### Gate families picked out

Bar = 50 um.
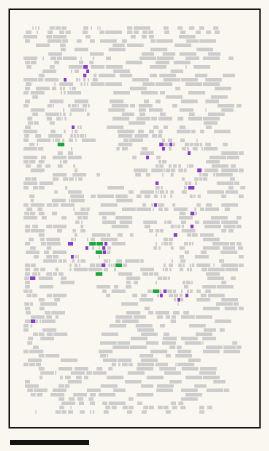
### Sequential cells coloured by netlist name

Bar = 50 um.
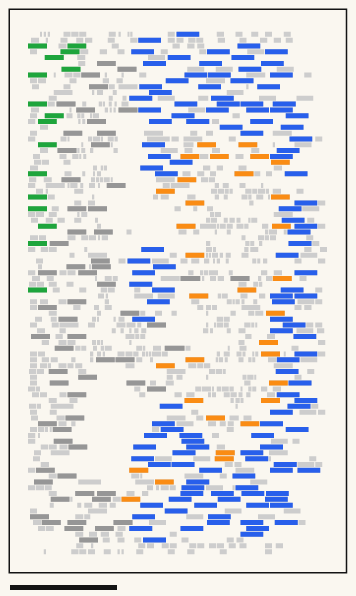
File: config.mk
export PLATFORM = sky130hd
export DESIGN_NAME = cam_axi_wr_slave
export DESIGN_NICKNAME = d
export VERILOG_FILES = /design/src/rtl/cam_axi_pkg.sv /design/src/rtl/cam_sync_fifo.sv /design/src/rtl/cam_axi_wr_slave.sv
export SDC_FILE = /design/constraint.sdc
export NUM_CORES = 1
export LEC_CHECK = 0
export CAP_MARGIN = 20
export CORE_ASPECT_RATIO = 1.75
export CORE_MARGIN = 8
export CORE_UTILIZATION = 30
export DETAILED_ROUTE_END_ITERATION = 8
export PLACE_DENSITY_LB_ADDON = 0.08
export SLEW_MARGIN = 20
export SYNTH_ARGS = -nofsm -noshare
export SYNTH_HDL_FRONTEND = slang
export SYNTH_SLANG_ARGS = --single-unit
File: constraint.sdc
create_clock -name iclk -period 8.41 [get_ports iclk]
set_input_delay 1.682 -clock iclk [delete_from_list [all_inputs] [get_ports iclk]]
set_output_delay 1.682 -clock iclk [all_outputs]
set_load 0.03 [all_outputs]
File: src/rtl/cam_axi_pkg.sv
// Shared definitions for the camera-to-SPI AXI write path.
// Holds the responder FSM states, the AXI response codes and the two decoded
// register addresses (also used by the camera master side).
package cam_axi_pkg;

  typedef enum logic [1:0] {
    IDLE = 2'd0,
    DATA = 2'd1,
    RESP = 2'd2
  } state_e;

  localparam logic [1:0] RESP_OKAY   = 2'b00;
  localparam logic [1:0] RESP_SLVERR = 2'b10;

  localparam logic [31:0] TXFIFO_ADDR = 32'h1A10_2018;
  localparam logic [31:0] SPIADR_ADDR = 32'h0A10_200C;

endpackage

File: src/rtl/cam_sync_fifo.sv
// Single-clock first-word-fall-through FIFO.
// Ports:
//   clk, rst         clock, asynchronous active-high reset
//   push, push_data  write side (ignored while full)
//   pop              read side (ignored while empty)
//   head             current head word, valid while !empty
//   full, empty      occupancy flags
module cam_sync_fifo #(
  parameter int unsigned WIDTH = 32,
  parameter int unsigned DEPTH = 4
) (
  input  logic             clk,
  input  logic             rst,
  input  logic             push,
  input  logic [WIDTH-1:0] push_data,
  input  logic             pop,
  output logic [WIDTH-1:0] head,
  output logic             full,
  output logic             empty
);

  localparam int unsigned PW = $clog2(DEPTH);

  logic [WIDTH-1:0] mem [DEPTH];
  logic [PW:0]      wr_ptr;
  logic [PW:0]      rd_ptr;
  logic             do_push;
  logic             do_pop;

  assign do_push = push && !full;
  assign do_pop  = pop && !empty;

  // Pointers carry one extra wrap bit so full and empty are distinguishable.
  assign empty = (wr_ptr == rd_ptr);
  assign full  = (wr_ptr[PW] != rd_ptr[PW]) && (wr_ptr[PW-1:0] == rd_ptr[PW-1:0]);
  assign head  = mem[rd_ptr[PW-1:0]];

  // Pointer update.
  always_ff @(posedge clk or posedge rst) begin
    if (rst) begin
      wr_ptr <= '0;
      rd_ptr <= '0;
    end else begin
      if (do_push) wr_ptr <= wr_ptr + (PW+1)'(1);
      if (do_pop)  rd_ptr <= rd_ptr + (PW+1)'(1);
    end
  end

  // Storage; contents are don't-care until written.
  always_ff @(posedge clk) begin
    if (do_push) mem[wr_ptr[PW-1:0]] <= push_data;
  end

endmodule

File: src/rtl/cam_axi_wr_slave.sv
// AXI4 single-beat write responder at the end of the camera-to-SPI path.
// Writes to SPIADR load the RAM address register; writes to TXFIFO push a
// pixel word into an internal FWFT FIFO drained by the SPI/stream consumer.
// Ports:
//   iclk, rst                      clock, asynchronous active-high reset
//   aw_*                           write address channel (single beat only)
//   w_*                            write data channel
//   b_*                            write response channel (OKAY / SLVERR)
//   ram_addr_o, ram_addr_upd_o     last RAM address and its update pulse
//   pix_data_o/valid_o/ready_i     FIFO head stream to the consumer
//   word_cnt_o                     pixel words since the last SPIADR write
//   seq_err_o, seq_clr_i           sticky address-sequence error and clear
module cam_axi_wr_slave
  import cam_axi_pkg::*;
#(
  parameter int unsigned AXI4_ADDRESS_WIDTH = 32,
  parameter int unsigned AXI4_WDATA_WIDTH   = 32,
  parameter int unsigned AXI4_ID_WIDTH      = 16,
  parameter int unsigned AXI4_USER_WIDTH    = 10,
  parameter logic [31:0] TXFIFO             = TXFIFO_ADDR,
  parameter logic [31:0] SPIADR             = SPIADR_ADDR,
  parameter int unsigned FIFO_DEPTH         = 4
) (
  input  logic                          iclk,
  input  logic                          rst,
  input  logic [AXI4_ID_WIDTH-1:0]      aw_id_i,
  input  logic [AXI4_ADDRESS_WIDTH-1:0] aw_addr_i,
  input  logic [7:0]                    aw_len_i,
  input  logic [2:0]                    aw_size_i,
  input  logic [1:0]                    aw_burst_i,
  input  logic                          aw_valid_i,
  output logic                          aw_ready_o,
  input  logic [AXI4_WDATA_WIDTH-1:0]   w_data_i,
  input  logic [3:0]                    w_strb_i,
  input  logic                          w_last_i,
  input  logic                          w_valid_i,
  output logic                          w_ready_o,
  output logic [AXI4_ID_WIDTH-1:0]      b_id_o,
  output logic [1:0]                    b_resp_o,
  output logic [AXI4_USER_WIDTH-1:0]    b_user_o,
  output logic                          b_valid_o,
  input  logic                          b_ready_i,
  output logic [31:0]                   ram_addr_o,
  output logic                          ram_addr_upd_o,
  output logic [AXI4_WDATA_WIDTH-1:0]   pix_data_o,
  output logic                          pix_valid_o,
  input  logic                          pix_ready_i,
  output logic [15:0]                   word_cnt_o,
  output logic                          seq_err_o,
  input  logic                          seq_clr_i
);

  state_e                          state;
  state_e                          next_state;
  logic                            aw_ready_q;
  logic                            b_valid_q;
  logic [AXI4_ID_WIDTH-1:0]        id_q;
  logic [AXI4_ADDRESS_WIDTH-1:0]   addr_q;
  logic                            err_len_q;
  logic [1:0]                      b_resp_q;
  logic [31:0]                     ram_addr_q;
  logic                            upd_q;
  logic [15:0]                     word_cnt_q;
  logic                            seq_err_q;
  logic                            first_addr_q;

  logic                            w_ready;
  logic                            aw_hs;
  logic                            w_hs;
  logic                            is_tx;
  logic                            is_spi;
  logic                            slverr;
  logic                            push;
  logic                            spi_wr;
  logic                            fifo_full;
  logic                            fifo_empty;
  logic                            unused_burst;

  assign unused_burst = ^aw_burst_i;

  // Decode of the captured address and the response outcome of the W beat.
  assign is_tx  = (addr_q == AXI4_ADDRESS_WIDTH'(TXFIFO));
  assign is_spi = (addr_q == AXI4_ADDRESS_WIDTH'(SPIADR));
  assign slverr = !(is_tx || is_spi) || err_len_q || !w_last_i || (w_strb_i != 4'hF);
  assign aw_hs  = (state == IDLE) && aw_ready_q && aw_valid_i;
  assign w_hs   = (state == DATA) && w_ready && w_valid_i;
  assign push   = w_hs && !slverr && is_tx;
  assign spi_wr = w_hs && !slverr && is_spi;

  // Next-state and combinational W ready (gated on FIFO space for pixel writes).
  always_comb begin
    next_state = state;
    w_ready    = 1'b0;
    case (state)
      IDLE: begin
        if (aw_valid_i && aw_ready_q) next_state = DATA;
      end
      DATA: begin
        w_ready = is_tx ? !fifo_full : 1'b1;
        if (w_valid_i && w_ready) next_state = RESP;
      end
      RESP: begin
        if (b_ready_i) next_state = IDLE;
      end
      default: next_state = IDLE;
    endcase
  end

  // State register and registered channel handshake outputs.
  always_ff @(posedge iclk or posedge rst) begin
    if (rst) begin
      state      <= IDLE;
      aw_ready_q <= 1'b0;
      b_valid_q  <= 1'b0;
    end else begin
      state      <= next_state;
      aw_ready_q <= (next_state == IDLE);
      b_valid_q  <= (next_state == RESP);
    end
  end

  // Transaction capture, response and register side effects.
  always_ff @(posedge iclk or posedge rst) begin
    if (rst) begin
      id_q         <= '0;
      addr_q       <= '0;
      err_len_q    <= 1'b0;
      b_resp_q     <= RESP_OKAY;
      ram_addr_q   <= '0;
      upd_q        <= 1'b0;
      word_cnt_q   <= '0;
      seq_err_q    <= 1'b0;
      first_addr_q <= 1'b1;
    end else begin
      if (aw_hs) begin
        id_q      <= aw_id_i;
        addr_q    <= aw_addr_i;
        err_len_q <= (aw_len_i != 8'd0) || (aw_size_i != 3'b010);
      end
      if (w_hs) b_resp_q <= slverr ? RESP_SLVERR : RESP_OKAY;

      upd_q <= spi_wr;
      if (spi_wr) ram_addr_q <= 32'(w_data_i);

      if (spi_wr) begin
        word_cnt_q <= '0;
      end else if (push && (word_cnt_q != 16'hFFFF)) begin
        word_cnt_q <= word_cnt_q + 16'd1;
      end

      // Clear wins over a same-cycle sequence error and re-arms the first write.
      if (seq_clr_i) begin
        seq_err_q    <= 1'b0;
        first_addr_q <= 1'b1;
      end else if (spi_wr) begin
        if (!first_addr_q && (32'(w_data_i) != ram_addr_q + 32'd4)) seq_err_q <= 1'b1;
        first_addr_q <= 1'b0;
      end
    end
  end

  cam_sync_fifo #(
    .WIDTH (AXI4_WDATA_WIDTH),
    .DEPTH (FIFO_DEPTH)
  ) u_fifo (
    .clk       (iclk),
    .rst       (rst),
    .push      (push),
    .push_data (w_data_i),
    .pop       (pix_valid_o && pix_ready_i),
    .head      (pix_data_o),
    .full      (fifo_full),
    .empty     (fifo_empty)
  );

  assign aw_ready_o     = aw_ready_q;
  assign w_ready_o      = w_ready;
  assign b_valid_o      = b_valid_q;
  assign b_id_o         = id_q;
  assign b_resp_o       = b_resp_q;
  assign b_user_o       = '0;
  assign ram_addr_o     = ram_addr_q;
  assign ram_addr_upd_o = upd_q;
  assign pix_valid_o    = !fifo_empty;
  assign word_cnt_o     = word_cnt_q;
  assign seq_err_o      = seq_err_q;

endmodule

==> results_slide.txt <==
Physical Implementation Snapshot

Run status
  • Run status: complete, no violations

Route
  • Detailed Route Iter0 Violations: roughly 230
  • Drt pass-1 iters: 4
  • Wl on met1: 9.66 mm
  • Top Metal Used: met5
  • Met3 wire length: ~2.2 mm
  • Routed length on met2: 16.4 mm

Power and ir drop
  • Combinational share of power: 0.307
  • Top Consumer: registers
  • Sw Ratio: 0.303
  • Design Power: 3.71 mW
  • Clk pwr share: 0.299
  • Cell-internal power: about 2.6 mW
  • Sequential power: 1.46 mW

Placement
  • GP Congestion: 0.735
  • Placed cell areas: between 10,000 and 15,000 sq um
  • Post-DP HPWL: 20.4 mm
  • Number of port buffers: slightly above 200
  • Post-Place Worst Slack: approximately 3.5 ns
  • Dpl cells: between 1,000 and 1,500

Timing
  • Max-slew violation count: 0
  • Fin Setup TNS: 0 ns
  • RSZ-0062 raised after global routing: false
  • Minimum clock period: around 4.9 ns
  • Clk_skew: between 0.01 and 0.015 ns
  • Worst-margin pin slew: around 1.0 ns
  • Final hold slack: a little under 0.5 ns
  • F_max: 202 MHz
  • Setup violations, final: 0

GRT
  • Met2 GRT Util: 0.275
  • Grt ovf: 0
  • Vias in the first global route: 7,177

Finish
  • Inverter count: 9
  • Max reg flops: approximately 130
  • Ant diodes: 0
  • Top cells excl fill/tap: 205 x clkdlybuf4s50_1, 128 x edfxtp_1, 109 x dfrtp_1, 81 x mux2_2, 47 x xnor2_1
  • Clock Buffer Count: 30
  • Logic area: 3640 sq um
  • Layout Nets: 1,013
  • Flip-flops: ~240
  • Post-layout util: 0.401
  • Dominant logic cell type in the layout: clkdlybuf4s50_1
  • Storage element area: ~6600 sq um

Clock tree
  • Clk slew on worst S/H paths: 0.07 ns
  • Num Clock Sinks: 239
  • Setup bufs post-CTS: 0
  • CTS tree: built
  • Clock Tree Buf Depth: 3

Critical path
  • Endpoint type of the worst setup path: output pin
  • Worst path arrival time: 3.26 ns
  • Critical Path Stages: 6
  • Critical path startpoint category: register
  • CP peak stage delay: 0.83 ns
  • Kind of critical path: register to output pin
  • Reg-to-reg slack, setup: 4.74 ns
  • Worst reg2reg endpoint: word_cnt_o[9]
  • Worst path buffer plus inverter count: 2
  • Crit. Startpoint: u_fifo.rd_ptr[1]
  • Worst-path maximum fanout: 21

Synthesis
  • Top FF cell, synth: edfxtp_1
  • Cell variety after synth: ~59
  • MUX share of area: 0.161
  • Warnings from Yosys: 0
  • Synth cell count leaders: 128 x edfxtp_1, 110 x dfrtp_1, 81 x mux2_2
  • Yosys top cell by area: edfxtp_1
  • Ys cells: 690
  • Syn Inst Count: 690
  • Adder share: 0.00838
  • Seq share, synth: 0.633
  • Area leader share: 0.368
  • Dominant cells by area after synthesis: edfxtp_1 37%, dfrtp_1 26%, mux2_2 8.7%

Hold path
  • Endpoint, Worst Hold: u_fifo.wr_ptr[2]
  • Worst hold-check path type: register to register

Run
  • Max Cap Violations: 0

Floorplanning
  • Well Taps: 460
About 'Gate families picked out':
AND and OR gates -> purple  # cells 30
adder and majority cells -> green  # cells 7
multi-input combinational area share: 0.264
final cell count without fillers: 1,379

About 'Sequential cells coloured by netlist name':
`ram_addr_o` -> orange  # flops 32
`u_fifo.mem` -> blue  # flops 128
`b_id_o` -> green  # flops 16, where top left

Power figures rest on the tool's default switching activity, not on a simulated workload.
